$ cat src/rtl/mem_arb_pkg.sv
// Shared state type and default geometry for the image-memory arbiter and its helpers.
package mem_arb_pkg;

    typedef enum logic {
        IDLE = 1'b0,
        BUSY = 1'b1
    } state_t;

    localparam int NREQ_DEF      = 2;
    localparam int ADDR_W_DEF    = 16;
    localparam int DATA_W_DEF    = 32;
    // One 352-pixel row is 88 four-pixel words.
    localparam int MAX_BURST_DEF = 88;
    localparam int ID_W          = $clog2(NREQ_DEF);

endpackage

$ cat src/rtl/rr_picker.sv
// Combinational round-robin picker: scans upward from ptr+1, so the previous winner ranks lowest.
module rr_picker #(
    parameter  int NREQ  = 2,
    localparam int IDX_W = $clog2(NREQ)
) (
    input  logic [NREQ-1:0]  req_i,
    input  logic [IDX_W-1:0] ptr_i,
    output logic [NREQ-1:0]  win_o,
    output logic             any_o
);

    logic             found;
    logic [IDX_W-1:0] idx;

    always_comb begin
        win_o = '0;
        found = 1'b0;
        idx   = '0;
        for (int k = 1; k <= NREQ; k++) begin
            idx = IDX_W'((int'(ptr_i) + k) % NREQ);
            if (!found && req_i[idx]) begin
                win_o[idx] = 1'b1;
                found      = 1'b1;
            end
        end
    end

    assign any_o = |req_i;

endmodule

$ cat src/rtl/mem_arbiter.sv
// Round-robin arbiter with burst lock sharing the single-port image memory between NREQ requesters.
module mem_arbiter
    import mem_arb_pkg::*;
#(
    parameter int NREQ      = NREQ_DEF,
    parameter int ADDR_W    = ADDR_W_DEF,
    parameter int DATA_W    = DATA_W_DEF,
    parameter int MAX_BURST = MAX_BURST_DEF
) (
    input  logic                     clk,
    input  logic                     rst_n,
    input  logic [NREQ-1:0]          req_i,
    input  logic [NREQ*ADDR_W-1:0]   addr_i,
    input  logic [NREQ-1:0]          we_i,
    input  logic [NREQ*DATA_W-1:0]   wdata_i,
    output logic [NREQ-1:0]          gnt_o,
    output logic [NREQ-1:0]          rvalid_o,
    output logic [DATA_W-1:0]        rdata_o,
    output logic                     busy_o,
    output logic                     mem_en_o,
    output logic                     mem_we_o,
    output logic [ADDR_W-1:0]        mem_addr_o,
    output logic [DATA_W-1:0]        mem_di_o,
    input  logic [DATA_W-1:0]        mem_do_i
);

    localparam int               IDX_W    = $clog2(NREQ);
    localparam int               CNT_W    = $clog2(MAX_BURST + 1);
    localparam logic [CNT_W-1:0] CNT_LAST = CNT_W'(MAX_BURST - 1);
    localparam logic [CNT_W-1:0] CNT_SAT  = CNT_W'(MAX_BURST);

    state_t           state_q, state_d;
    logic [NREQ-1:0]  gnt_q, gnt_d;
    logic [IDX_W-1:0] owner_q, owner_d;
    logic [IDX_W-1:0] ptr_q, ptr_d;
    logic [CNT_W-1:0] beatCnt_q, beatCnt_d;
    logic             rdFlag_q, rdFlag_d;
    logic [IDX_W-1:0] rdOwner_q;

    logic [NREQ-1:0]  pickWin;
    logic             pickAny;
    logic [IDX_W-1:0] pickIdx;
    logic             beat;
    logic             contend;

    rr_picker #(.NREQ(NREQ)) u_picker (
        .req_i (req_i),
        .ptr_i (ptr_q),
        .win_o (pickWin),
        .any_o (pickAny)
    );

    always_comb begin
        pickIdx = '0;
        for (int i = 0; i < NREQ; i++) begin
            if (pickWin[i]) pickIdx = IDX_W'(i);
        end
    end

    assign beat    = (state_q == BUSY) && req_i[owner_q];
    assign contend = |(req_i & ~gnt_q);

    assign mem_en_o   = beat;
    assign mem_we_o   = beat && we_i[owner_q];
    assign mem_addr_o = addr_i[int'(owner_q)*ADDR_W +: ADDR_W];
    assign mem_di_o   = wdata_i[int'(owner_q)*DATA_W +: DATA_W];

    // Release leaves the pointer on the old owner so it ranks lowest at the next arbitration.
    always_comb begin
        state_d   = state_q;
        gnt_d     = gnt_q;
        owner_d   = owner_q;
        ptr_d     = ptr_q;
        beatCnt_d = beatCnt_q;
        unique case (state_q)
            IDLE: begin
                if (pickAny) begin
                    state_d   = BUSY;
                    gnt_d     = pickWin;
                    owner_d   = pickIdx;
                    beatCnt_d = '0;
                end
            end
            BUSY: begin
                if (!beat || (beatCnt_q >= CNT_LAST && contend)) begin
                    state_d   = IDLE;
                    gnt_d     = '0;
                    ptr_d     = owner_q;
                    beatCnt_d = '0;
                end else if (beatCnt_q != CNT_SAT) begin
                    beatCnt_d = beatCnt_q + 1'b1;
                end
            end
            default: begin
                state_d = IDLE;
                gnt_d   = '0;
            end
        endcase
    end

    assign rdFlag_d = beat && !we_i[owner_q];

    always_ff @(posedge clk or negedge rst_n) begin
        if (!rst_n) begin
            state_q   <= IDLE;
            gnt_q     <= '0;
            owner_q   <= '0;
            ptr_q     <= IDX_W'(NREQ - 1);
            beatCnt_q <= '0;
            rdFlag_q  <= 1'b0;
            rdOwner_q <= '0;
        end else begin
            state_q   <= state_d;
            gnt_q     <= gnt_d;
            owner_q   <= owner_d;
            ptr_q     <= ptr_d;
            beatCnt_q <= beatCnt_d;
            rdFlag_q  <= rdFlag_d;
            rdOwner_q <= owner_q;
        end
    end

    // Read returns are steered by the piped owner id, not the live grant.
    always_comb begin
        rvalid_o = '0;
        if (rdFlag_q) rvalid_o[rdOwner_q] = 1'b1;
    end

    assign rdata_o = mem_do_i;
    assign gnt_o   = gnt_q;
    assign busy_o  = (state_q == BUSY);

endmodule

$ cat config.mk
export PLATFORM = sky130hd
export DESIGN_NAME = mem_arbiter
export DESIGN_NICKNAME = d
export VERILOG_FILES = /design/src/rtl/mem_arb_pkg.sv /design/src/rtl/rr_picker.sv /design/src/rtl/mem_arbiter.sv
export SDC_FILE = /design/constraint.sdc
export NUM_CORES = 1
export LEC_CHECK = 0
export ABC_AREA = 0
export ABC_CLOCK_PERIOD_IN_PS = 1600
export CAP_MARGIN = 40
export CORE_ASPECT_RATIO = 1.75
export CORE_UTILIZATION = 22
export CTS_CLUSTER_SIZE = 24
export DETAILED_ROUTE_END_ITERATION = 16
export GPL_TIMING_DRIVEN = 0
export PLACE_DENSITY = 0.77
export SLEW_MARGIN = 20
export SYNTH_ARGS = -nofsm -noshare
export SYNTH_HDL_FRONTEND = slang
export SYNTH_SLANG_ARGS = --single-unit
$ cat constraint.sdc
create_clock -name clk -period 1.6 [get_ports clk]
set_input_delay 0.4 -clock clk [delete_from_list [all_inputs] [get_ports clk]]
set_output_delay 0.4 -clock clk [all_outputs]
set_load 0.01 [all_outputs]
==> run_1/pdn.png <==
Pins as bars on the die edge.
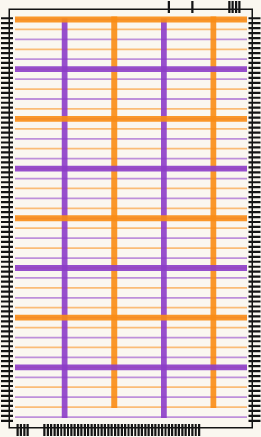
[purple] VSS
[orange] VDD
met5 straps: 8
met1 rails: 41
signal pins: 221

==> run_1/cell_classes.png <==
The bar under the picture is 20 um long.
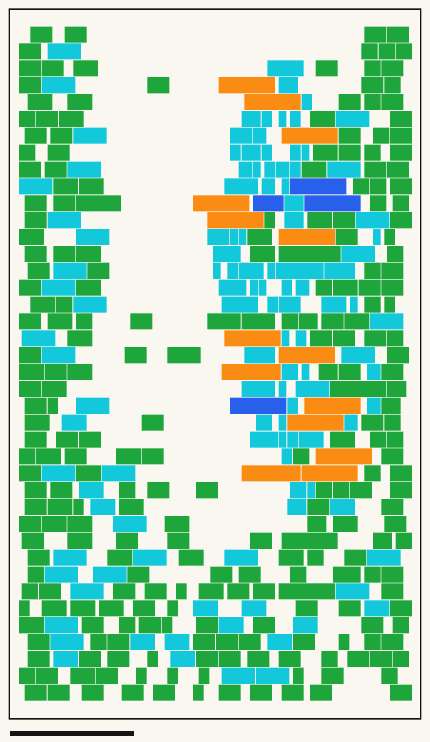
[orange] flip-flops | cells: 14
[blue] clock drivers and dummy loads | cells: 4
[cyan] all other logic | cells: 115
[green] other buffers and delay cells | cells: 251

==> run_1/clock_map.png <==
The bar under the picture is 20 um long.
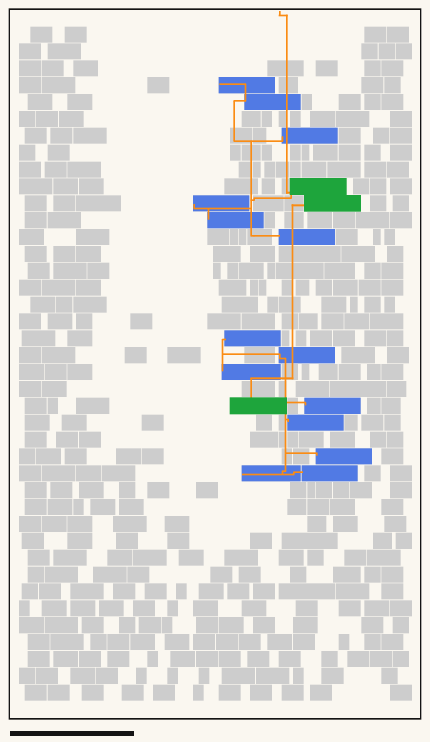
[blue] flip-flops | count: 14
[orange] clock wires | length: 217 um
[green] cells driving clock nets | count: 3
routed clock nets: 4

==> results.cfg, run 1 <==
; implementation run metrics
[floorplan]
boundaryPins = 221
die_w_um = 66.1
tapCellCount = 84

[sta]
slew_headroom_pct = 53.0
post-route-min-period_ps = 1910
setup_viol = 60
worst_slack_ps = -307
setup-tns-final_ps = -13560

[run_status]
status = complete, but fails checks
violations = negative setup slack

[synthesis]
ys_types = 32
synth_top_cell_by_count = mux2_2
synth_nets = 305
ys.flop_type = dfrtp_1

[routing]
vias = 2182
met3WireLength_um = 1350
drt-pass1-iter-count = 4

[finish]
top_register = beatCnt_q
seq_area_share_pct = 8.47
nNetsFinal = 521
stdcell_area_um2 = 4170
n_all_inverters = 11
area_growth_pct = 164
ff_count = 14

[worst_setup_path]
cpMostUsedCell = buf_6
cp.arrival_ps = 1510
slowest_stage = dfrtp_1
worst_setup_path_start_kind = register

[worst_hold_path]
hold_path.class = reg -> reg

[global_routing]
globalRouteTotalUtil_pct = 21.0
antenna_found_initial = 0
use_met2_pct = 39.0
grt_pass1_vias = 2187

[cts]
cts_buffers = 3
clock_path_buffers = 2
worstSkewPairLatency_ps = 250
postCtsSetupRepairBufs = 10

[placed_design]
place.port_buffers = 188
## run 1: layout by cell type, fill, tap and decap left out, types with 4 or more instances in the layout
master	netlist	final
mux2_4	1	36
buf_4	33	45
clkbuf_16	0	6
clkdlybuf4s50_1	0	131
inv_1	11	10
dfrtp_1	13	12
buf_6	0	44
dlygate4sd2_1	0	6
buf_2	2	14
nand3_1	7	7
mux2_2	48	14
a21oi_2	0	4
nand2_1	6	5
## run 1: where the power goes
part,internal [mW],switching [mW],total (mW)
logic,2.59,1.59,4.18
registers,0.472,0.106,0.577
clock network,0.379,0.153,0.533
total,3.44,1.85,5.29
## run 1: worst max-delay path: cells and delay by family, from the launching register on
family                 cells  cell delay [ps]
buffers and inverters      4              570
flip-flops                 1              380
multiplexers               1              300
==> inputs of run 2 (changes only) <==
--- a/config.mk
+++ b/config.mk
@@ -10,7 +10,6 @@
 export CAP_MARGIN = 40
 export CORE_ASPECT_RATIO = 1.75
 export CORE_UTILIZATION = 22
-export CTS_CLUSTER_SIZE = 24
 export DETAILED_ROUTE_END_ITERATION = 16
 export GPL_TIMING_DRIVEN = 0
 export PLACE_DENSITY = 0.77
==> run 2 against run 1 <==
  * The flow still finishes with violations (negative setup slack)
  * Clock power is essentially flat
  * Utilization is the same
  * Final cell count is the same
  * Register-to-register slack is essentially flat
  * Die area is the same
  * Routed wire length is the same
  * Cell area is the same
  * Largest cell class unchanged
  * Highest routed layer unchanged
==> results.cfg, run 2 <==
; implementation run metrics
[run_status]
status = complete, but fails checks
violations = negative setup slack

[placed_design]
place.port_buffers = 188

[synthesis]
synth_nets = 305
ys_types = 32

[sta]
setup-tns-final_ps = -13560
setup_viol = 60
worst_slack_ps = -307

[finish]
nNetsFinal = 521
stdcell_area_um2 = 4170
area_growth_pct = 164

[worst_setup_path]
cp_top_family = buffers and inverters
cp.arrival_ps = 1510
cpMostUsedCell = buf_6
worst_setup_path_start_kind = register
slowest_stage = dfrtp_1
path_buffers = 4

[global_routing]
use_met2_pct = 39.0
grt_pass1_vias = 2187
globalRouteTotalUtil_pct = 21.0

[cts]
clock_path_buffers = 2
postCtsSetupRepairBufs = 10
worstSkewPairLatency_ps = 250

[routing]
met3WireLength_um = 1350

[floorplan]
die_w_um = 66.1
-- run 2: cell counts in the layout (fill, tap and decap cells not counted) --
No cell type changed its count.
-- run 2: final cells by class --
type                       count  area, um2  area share [%]
sequential                    14        353            8.47
inverter                      11       41.3           0.991
timing repair buffer         213       2110            50.6
buffer                        38        347            8.32
clock buffer                   4       88.8            2.13
multi-input combinational    104       1120            26.9
tap                           84        105            2.52
-- run 2: logic make-up after synthesis --
group | Yosys count
fa+ha+maj | 2
compound gates | 23
mux | 53
flops | 14
simple gates | 26
buf+inv | 51
-- run 2: where the power goes --
group	total, mW	internal [mW]	leakage (nW)	switching [mW]
clock	0.533	0.379	0.0442	0.153
combinational	4.18	2.59	1.72	1.59
sequential	0.577	0.472	0.180	0.106
total	5.29	3.44	1.95	1.85
==> run_2/cell_classes.png <==
The bar under the picture is 20 um long.
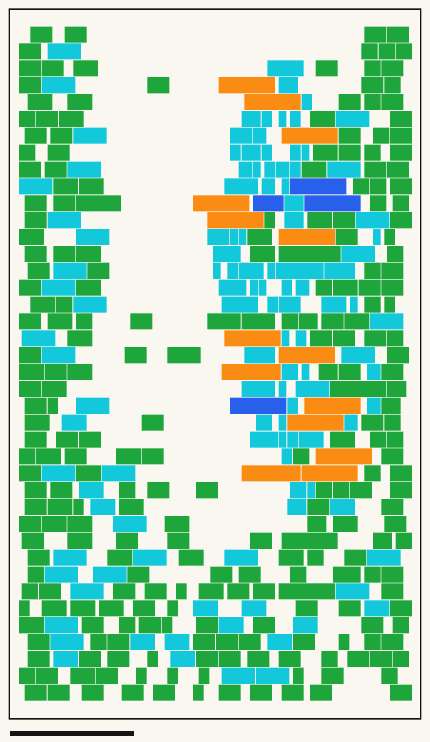
[orange] flip-flops | cells: 14
[cyan] all other logic | cells: 115
[green] other buffers and delay cells | cells: 251
[blue] clock drivers and dummy loads | cells: 4

==> run_2/metal_stack.png <==
Two of the layers only.
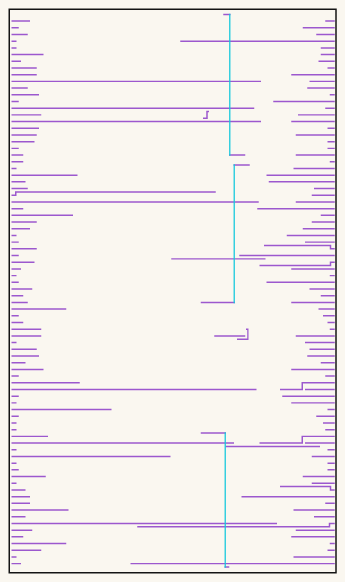
[purple] met3 | wire length: 1350 um
[cyan] met4 | wire length: 83.6 um

==> run_2/final_clocks.png <==
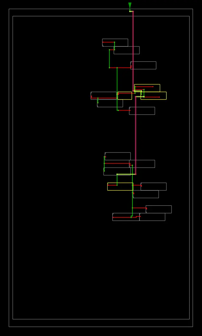
Clock Power: 533 uW
Sink Count: 14
CTS buffer count: 3

==> inputs of run 3 (changes only) <==
--- a/config.mk
+++ b/config.mk
@@ -8,11 +8,13 @@
 export ABC_AREA = 0
 export ABC_CLOCK_PERIOD_IN_PS = 1600
 export CAP_MARGIN = 40
+export CELL_PAD_IN_SITES_DETAIL_PLACEMENT = 0
+export CELL_PAD_IN_SITES_GLOBAL_PLACEMENT = 1
 export CORE_ASPECT_RATIO = 1.75
-export CORE_UTILIZATION = 22
+export CORE_UTILIZATION = 14
 export DETAILED_ROUTE_END_ITERATION = 16
 export GPL_TIMING_DRIVEN = 0
-export PLACE_DENSITY = 0.77
+export PLACE_DENSITY_LB_ADDON = 0.1
 export SLEW_MARGIN = 20
 export SYNTH_ARGS = -nofsm -noshare
 export SYNTH_HDL_FRONTEND = slang
==> run 3 against run 2 <==
  * The flow still finishes with violations (negative setup slack)
  * Clock-buffer cell count stayed put
  * Register-to-register slack worse by 30 ps
  * Routed wire length is 3.3% higher
  * Non-clock buffer count is 7 lower
  * Die area is 56% higher
  * Critical path type unchanged
  * Highest routed layer unchanged
==> results.cfg, run 3 <==
; implementation run metrics
[power]
clock_power_share_pct = 9.4
comb-power_mw = 4.15
p_seq_share_pct = 11.2
p_switching_mw = 1.80

[global_routing]
antenna_found_initial = 2
use_met2_pct = 28.7
grt_pass1_vias = 2250

[routing]
drt-pass1-iter-count = 4

[worst_setup_path]
path_buffers = 4
slowest_stage = dfrtp_1

[sta]
post-route-min-period_ps = 1920
slew_headroom_pct = 53.6
setup-tns-final_ps = -13750
worst_slack_ps = -316
setup_viol = 60

[finish]
stdcell_area_um2 = 4240
comb_area_um2 = 1130
area_growth_pct = 169
top_register = beatCnt_q
nNetsFinal = 514

[synthesis]
synth_top_cell_by_count = mux2_2

[run_status]
violations = negative setup slack
status = complete, but fails checks

[cts]
clock_path_buffers = 2

[placed_design]
place.port_buffers = 188
==> run 3: worst min-delay path by stage <==
| stage | end | start |
|---|---|---|
| 6_report | gnt_o[0] | gnt_o[0] |
| 4_1_cts | rdOwner_q | owner_q |
| 2_1_floorplan | beatCnt_q[0] | rst_n |
| 3_5_place_dp | rdOwner_q | owner_q |
| 3_3_place_gp | rdOwner_q | owner_q |
| 5_1_grt | gnt_o[0] | gnt_o[0] |
==> run 3: cell type report <==
| cell class | instances | share of cell area (%) |
|---|---|---|
| clock buffers | 4 | 1.86 |
| well taps | 132 | 3.89 |
| inverters | 11 | 0.973 |
| multi-input cells | 104 | 26.6 |
| repair buffers | 204 | 49.0 |
| diodes | 2 | 0.118 |
| plain buffers | 40 | 9.26 |
| flip-flops and latches | 14 | 8.31 |
==> run_3/final_clocks.png <==
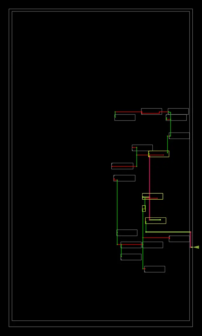
Worst Skew: 3.09 ps
Late-Pin Clk Latency: 250 ps
seq_cells: 14
Clock Power: 489 uW

==> run_3/cell_classes.png <==
The bar under the picture is 20 um long.
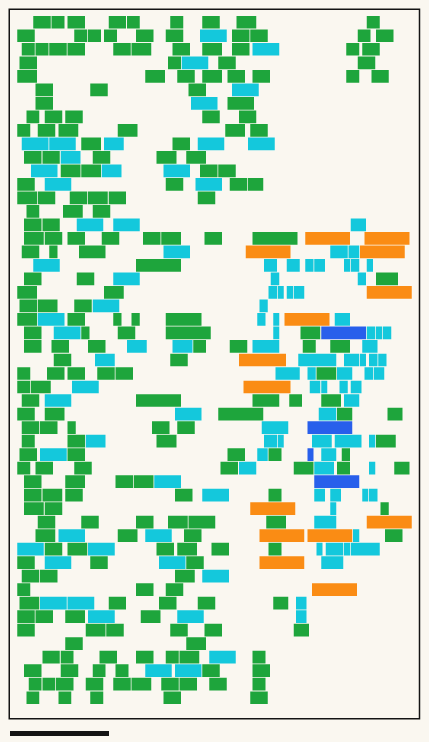
[cyan] all other logic | cells: 115
[green] other buffers and delay cells | cells: 244
[blue] clock drivers and dummy loads | cells: 4
[orange] flip-flops | cells: 14
Final Core Density: 38.4%
fraction of standard cell area that is sequential: 8.31%

==> run_3/clock_map.png <==
The bar under the picture is 20 um long.
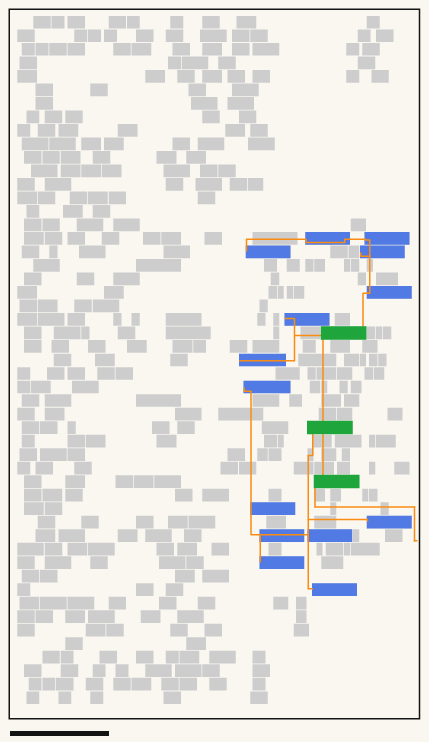
[blue] flip-flops | count: 14
[orange] clock wires | length: 253 um
[green] cells driving clock nets | count: 3
flops lie: middle right
routed clock nets: 4

Power and IR drop assume default switching activity.
